==> src/rtl/toggle_event_receiver.sv <==
// Toggle event receiver: synchronizes a remote toggle line, turns each level change into
// an event, and queues it in a saturating pending counter drained by a valid/ready consumer.
// Latency: SYNC_STAGES+1 clk edges from tog_in change to evt_valid. Backpressure: evt_ready
// low holds events in the pending counter; events arriving at full are dropped and flagged
// sticky in overflow until clr_ovf.
// Optional build macro TOGGLE_RX_ACK_EN adds ack_tog, a toggle returned on every accept.
module toggle_event_receiver #(
    parameter int SYNC_STAGES = 2,
    parameter int CNT_W       = 4,
    parameter int TOT_W       = 8
) (
    input  logic             clk,
    input  logic             rst,
    input  logic             tog_in,
    input  logic             evt_ready,
    input  logic             clr_ovf,
    output logic             evt_valid,
    output logic [CNT_W-1:0] pending,
    output logic             overflow,
    output logic [TOT_W-1:0] total,
`ifdef TOGGLE_RX_ACK_EN
    output logic             ack_tog,
`endif
    output logic [1:0]       state
);

    localparam logic [1:0] ST_IDLE = 2'b00;
    localparam logic [1:0] ST_PEND = 2'b01;
    localparam logic [1:0] ST_FULL = 2'b10;

    localparam logic [CNT_W-1:0] PEND_MAX = '1;
    localparam logic [CNT_W-1:0] PEND_ONE = CNT_W'(1);

    logic [SYNC_STAGES-1:0] sync_chain_q, sync_chain_d;
    logic                   prev_q, prev_d;
    logic [CNT_W-1:0]       pending_q, pending_d;
    logic [TOT_W-1:0]       total_q, total_d;
    logic                   overflow_q, overflow_d;
    logic [1:0]             state_q, state_d;
    logic                   sync_q;
    logic                   evt;
    logic                   accept;

    assign sync_q    = sync_chain_q[SYNC_STAGES-1];
    assign evt       = sync_q ^ prev_q;
    assign evt_valid = (pending_q != '0);
    assign accept    = evt_valid & evt_ready;

    assign pending   = pending_q;
    assign total     = total_q;
    assign overflow  = overflow_q;
    assign state     = state_q;

    // Next-state for the synchronizer, edge detector, counters and overflow flag
    always_comb begin
        sync_chain_d = {sync_chain_q[SYNC_STAGES-2:0], tog_in};
        prev_d       = sync_q;
        pending_d    = pending_q;
        total_d      = total_q;
        // Clear first so that a loss in the same cycle overrides it
        overflow_d   = overflow_q & ~clr_ovf;

        if (accept) begin
            total_d = total_q + TOT_W'(1);
        end

        if (evt && !accept) begin
            if (pending_q == PEND_MAX) begin
                overflow_d = 1'b1;
            end else begin
                pending_d = pending_q + PEND_ONE;
            end
        end else if (!evt && accept) begin
            pending_d = pending_q - PEND_ONE;
        end
    end

    // FSM next state; transitions mirror the pending counter updates above
    always_comb begin
        state_d = state_q;
        case (state_q)
            ST_IDLE: begin
                if (evt) begin
                    state_d = ST_PEND;
                end
            end
            ST_PEND: begin
                if (accept && !evt && (pending_q == PEND_ONE)) begin
                    state_d = ST_IDLE;
                end else if (evt && !accept && (pending_q == PEND_MAX - PEND_ONE)) begin
                    state_d = ST_FULL;
                end
            end
            ST_FULL: begin
                if (accept && !evt) begin
                    state_d = ST_PEND;
                end
            end
            default: state_d = ST_IDLE;
        endcase
    end

    // State registers; reset treats the remote toggle reference level as 0
    always_ff @(posedge clk or posedge rst) begin
        if (rst) begin
            sync_chain_q <= '0;
            prev_q       <= 1'b0;
            pending_q    <= '0;
            total_q      <= '0;
            overflow_q   <= 1'b0;
            state_q      <= ST_IDLE;
        end else begin
            sync_chain_q <= sync_chain_d;
            prev_q       <= prev_d;
            pending_q    <= pending_d;
            total_q      <= total_d;
            overflow_q   <= overflow_d;
            state_q      <= state_d;
        end
    end

`ifdef TOGGLE_RX_ACK_EN
    logic ack_tog_q, ack_tog_d;

    assign ack_tog = ack_tog_q;

    // Return toggle flips once per accepted event
    always_comb begin
        ack_tog_d = ack_tog_q ^ accept;
    end

    // Acknowledge toggle register
    always_ff @(posedge clk or posedge rst) begin
        if (rst) begin
            ack_tog_q <= 1'b0;
        end else begin
            ack_tog_q <= ack_tog_d;
        end
    end
`endif

endmodule

==> config.mk <==
export PLATFORM = sky130hd
export DESIGN_NAME = toggle_event_receiver
export DESIGN_NICKNAME = d
export VERILOG_FILES = /design/src/rtl/toggle_event_receiver.sv
export SDC_FILE = /design/constraint.sdc
export NUM_CORES = 1
export LEC_CHECK = 0
export CORE_MARGIN = 4
export CORE_UTILIZATION = 49
export DETAILED_ROUTE_END_ITERATION = 10
export PLACE_DENSITY = 0.88
export SLEW_MARGIN = 20
export SYNTH_ARGS = -nofsm -noshare
export SYNTH_HDL_FRONTEND = slang
export SYNTH_SLANG_ARGS = --single-unit
==> constraint.sdc <==
create_clock -name clk -period 2.1 [get_ports clk]
set_input_delay 0.525 -clock clk [delete_from_list [all_inputs] [get_ports clk]]
set_output_delay 0.525 -clock clk [all_outputs]
set_load 0.05 [all_outputs]
==> impl_metrics.json, run 1 <==
{
  "tns_ps": 0,
  "drt_iter0_markers": 10,
  "grt_max_degree": 11,
  "end_kind": "output port",
  "synth_top_area_share_pct": 46.45,
  "grt_pass1_wl_um": 3463,
  "largest_reg_flops": 8,
  "post-synth-top-area-cell": "dfrtp_1",
  "ys_seq_share_pct": 46.45,
  "root_buffer": "clkbuf_4",
  "hold_viol_final": 0,
  "synthCells": 87,
  "p_leak_nw": 0.5729,
  "ios": 21,
  "synth_area_per_cell_um2": 11.15,
  "cp.depth": 1,
  "wl_met3_um": 111,
  "r2r_start": "pending[1]",
  "finalClockSkew_ps": 2.990,
  "layout.nets": 125,
  "ys_cells": 87,
  "top_cells_by_area": "dfrtp_1 (46%), ha_1 (6.5%), xnor2_1 (6.3%)",
  "fin_area_um2": 1247,
  "logic_area_um2": 476.7,
  "yosysWarnings": 0,
  "clk_latency_ps": 290,
  "crit_path_top_delay_cell": "clkdlybuf4s50_1",
  "layout-drive-gt1-share_pct": 28.07,
  "max_freq_mhz": 483.2,
  "post_cts_resize_count": 3,
  "post-route-period-util_pct": 98.55,
  "reg2reg_depth": 7,
  "dpl-instance-area_um2": 1172,
  "path_class": "flop to output port",
  "tool_warnings": 29,
  "outcome": "completed",
  "area_growth_pct": 28.65,
  "postRouteAntennaNets": 0,
  "timing.final.crit_period_ps": 2070,
  "cts_setup_buffers": 3,
  "postSynthRegisterBits": 18,
  "fp.dieW_um": 52.49,
  "core_um2": 1802,
  "path_buffers": 1,
  "setup_ws_ps": 30.46,
  "io_buffers": 20,
  "fp-row-count": 15,
  "place_ws_ps": 95.01,
  "endpoint": "total[6]",
  "top_layer": "met3"
}
-- run 1: metrics by stage --
stage | cells | hold WS [ps]
after floorplan | 87 | 331.2
after global placement | 132 | 346.6
after detailed placement | 132 | 337.8
after CTS | 139 | 369.9
after global routing | 139 | 380.7
final | 139 | 366.9
-- run 1: worst min-delay path by stage --
stage,slack [ps],start,depth (start not counted),endpoint
after floorplan,330,sync_chain_q[0],0,sync_chain_q[1]
after global routing,380,sync_chain_q[0],0,sync_chain_q[1]
after detailed placement,340,sync_chain_q[0],0,sync_chain_q[1]
after CTS,370,sync_chain_q[0],0,sync_chain_q[1]
after global placement,350,sync_chain_q[0],0,sync_chain_q[1]
final,370,sync_chain_q[0],0,sync_chain_q[1]
-- run 1: cells in the mapped netlist (all sizes together) --
master / instances
o211ai: 1
inv: 5
xor2: 3
or3b: 1
a2bb2oi: 1
o311ai: 1
a211oi: 1
nand4: 3
nor3: 1
nor2b: 1
o2bb2ai: 1
a22oi: 1
and2: 1
nand3: 5
ha: 5
buf: 4
a21oi: 4
and3: 3
nor4: 1
nand2: 10
o32ai: 1
o31ai: 2
dfrtp: 18
nor2: 1
nor3b: 1
xnor2: 8
a22o: 1
or3: 1
o22ai: 1
-- run 1: report_power, final --
part	internal [mW]	switching, mW
Clock	0.0740	0.101
Combinational	0.426	0.731
Sequential	0.458	0.106
Total	0.958	0.938
-- run 1: logic make-up after synthesis --
kind of cell | share of synthesized area [%]
adder cells (fa/ha/maj) | 6.452
AND/OR/NAND/NOR | 15.87
XOR/XNOR | 11.87
AND-OR/OR-AND | 13.42
flip-flops | 46.45
buffers and inverters | 5.935
-- run 1: cell type report --
cell class	instances	share of cell area, %
clock buffers	4	2.106
inverters	5	1.505
multi-input cells	60	38.21
flip-flops and latches	18	36.31
well taps	25	2.508
repair buffers	27	19.36
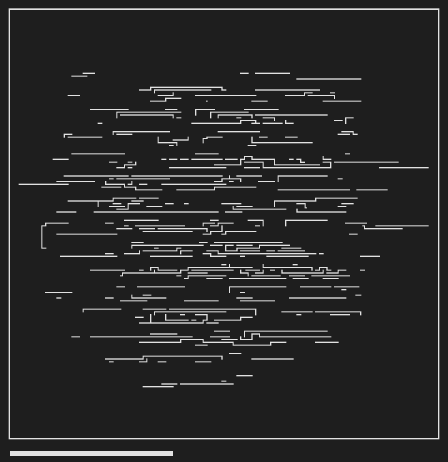
Run 1: the metal 1 layer
Bar = 20 um.
The longest straight run is 15.2 um. 103 nets have wire on it. The layer carries 906 um of wire.

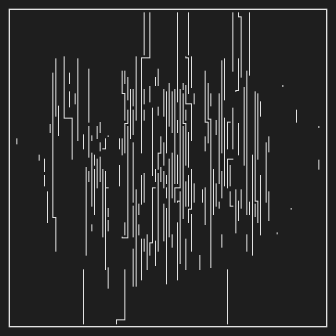
Run 1: M2 wires
108 nets have wire on it. The longest straight run is 24.7 um. The layer holds 51% of the routed length.
vias: 754
GR Layer Usage met2: 27.27%
Routed WL: 2071 um

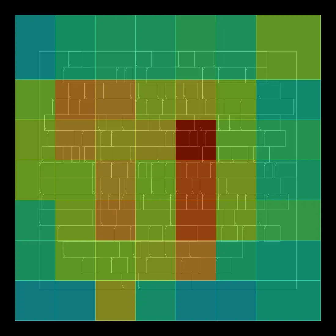
Run 1: routing congestion map
gr usage total: 16.99%
WL/cell: 14.90 um
final core occ: 69.24%
Most Crowded Layer GR: met2
met1 GRT Util: 21.66%

Run 1, signal metal coverage by tile:
Bar = 20 um. 10 x 10 tiles, from black (low) to pale yellow (high), scaled to the fullest tile. Values are wire area over tile area, all layers added.
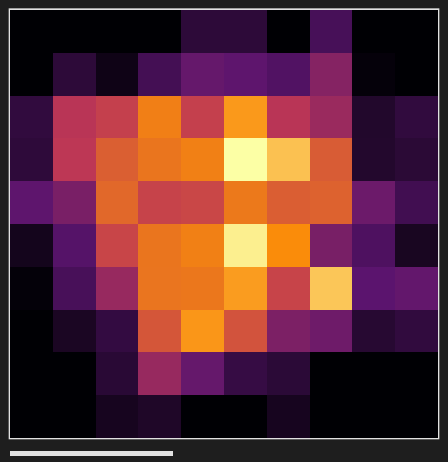

==> inputs of run 2 (changes only) <==
Settings changed: CAP_MARGIN set to 30, SKIP_LAST_GASP set to 1, SLEW_MARGIN 20 to 10.
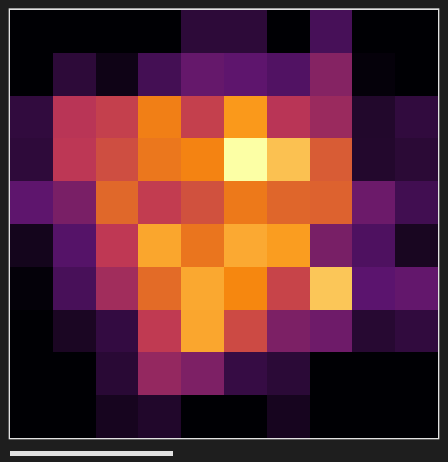
Run 2: signal metal coverage by tile
Bar = 20 um. 10 x 10 tiles, from black (low) to pale yellow (high), scaled to the fullest tile. Values are wire area over tile area, all layers added.
The mean over all tiles is 0.12. 24% of the tiles are nearly empty. The densest ninth of the die: centre. 29% of the tiles are over half the peak. The emptiest ninth of the die: south-west.
WL/cell: 14.91 um
vias: 752
Routed WL: 2073 um

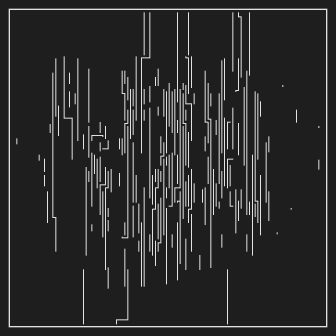
Run 2: M2 wires
108 nets have wire on it. The longest straight run is 24.7 um. The wires run mostly vertical. The layer holds 51% of the routed length. The layer carries 1060 um of wire.

==> run 2 against run 1 <==
Non-clock buffer count did not move. Critical path depth rose by 3. Final area did not move. Sequential share of layout area did not move. First-iteration DRC count did not move. Total power fell by 0.18%. Setup slack got worse by 17 ps. Core utilization did not move. Largest cell class unchanged. Highest routed layer unchanged.
==> impl_metrics.json, run 2 <==
{
  "outcome": "completed",
  "top_cells_by_area": "dfrtp_1 (46%), ha_1 (6.5%), xnor2_1 (6.3%)",
  "post-synth-top-area-cell": "dfrtp_1",
  "timing.final.crit_period_ps": 2087,
  "area_growth_pct": 28.65,
  "end_kind": "output port",
  "grt_max_degree": 11,
  "common_cells": "dfrtp_1 (18), nand2_1 (10), xnor2_1 (7)",
  "layout-drive-gt1-share_pct": 26.32,
  "root_buffer": "clkbuf_4",
  "ys_seq_share_pct": 46.45,
  "io_buffers": 20,
  "fp-row-count": 15,
  "core_um2": 1802,
  "fin_area_um2": 1247,
  "ios": 21,
  "max_freq_mhz": 479.2,
  "synth_top_area_share_pct": 46.45,
  "clk_latency_ps": 290,
  "synthCells": 87,
  "grt_use_total_pct": 16.99,
  "synthFlopType": "dfrtp_1",
  "yosysMostFrequentCell": "dfrtp_1",
  "largest_reg_flops": 8,
  "r2r_start": "pending[1]",
  "p_leak_nw": 0.5746,
  "post_cts_resize_count": 3,
  "min_from": "sync_chain_q[0]",
  "hold_depth": 0,
  "post-route-period-util_pct": 99.37,
  "ys_cells": 87,
  "hold_viol_final": 0,
  "fp.dieW_um": 52.49,
  "async_flop_share_pct": 100.0,
  "dpl-instance-area_um2": 1172,
  "min_to": "sync_chain_q[1]",
  "reg2reg_depth": 7
}
-- run 2: logic make-up (layout without fill, tap and decap cells) --
group	count (synthesis)	after routing	synth area share, %
AND-OR/OR-AND	15	15	13.42
AND/OR/NAND/NOR	29	29	15.87
adder cells (fa/ha/maj)	5	5	6.452
buffers and inverters	9	36	5.935
XOR/XNOR	11	11	11.87
flip-flops	18	18	46.45
-- run 2: layer usage --
| layer | share of wire, % | wire length, um | up-vias | track usage [%] |
|---|---|---|---|---|
| met5 | 0 | 0 | - | 0 |
| met4 | 0 | 0 | 0 | 2.128 |
| met3 | 5.2 | 108 | 0 | 7.407 |
| met2 | 51 | 1062 | 15 | 27.27 |
| met1 | 44 | 902 | 378 | 21.66 |
| li1 | - | - | 359 | - |
-- run 2: worst max-delay path: stages (launching register included) --
cell     delay, ps
dfrtp_2        420
inv_1          130
ha_4           170
or3b_4         390
buf_6          160
-- run 2: final cells by class --
| cell class | instances | area (um2) | area share, % |
|---|---|---|---|
| inverters | 5 | 18.77 | 1.505 |
| well taps | 25 | 31.28 | 2.508 |
| multi-input cells | 60 | 476.7 | 38.21 |
| clock buffers | 4 | 26.28 | 2.106 |
| flip-flops and latches | 18 | 452.9 | 36.31 |
| repair buffers | 27 | 241.5 | 19.36 |
-- run 2: report_power, final --
group	internal (mW)	switching, mW
combinational	0.425	0.732
sequential	0.457	0.103
clock	0.0740	0.101
-- run 2: through the flow --
stage	setup TNS, ps	hold slack [ps]	setup WS (ps)	instances	power [mW]
floorplan	0	331.2	73.32	87	1.341
global placement	0	346.6	172.7	132	1.604
detailed placement	0	337.8	95.01	132	1.631
CTS	0	369.9	4.340	139	1.869
global route	-64.80	380.7	-49.91	139	2.018
finish	0	366.9	13.31	139	1.893
No activity file was given, so power comes from the tool's default toggle rates.
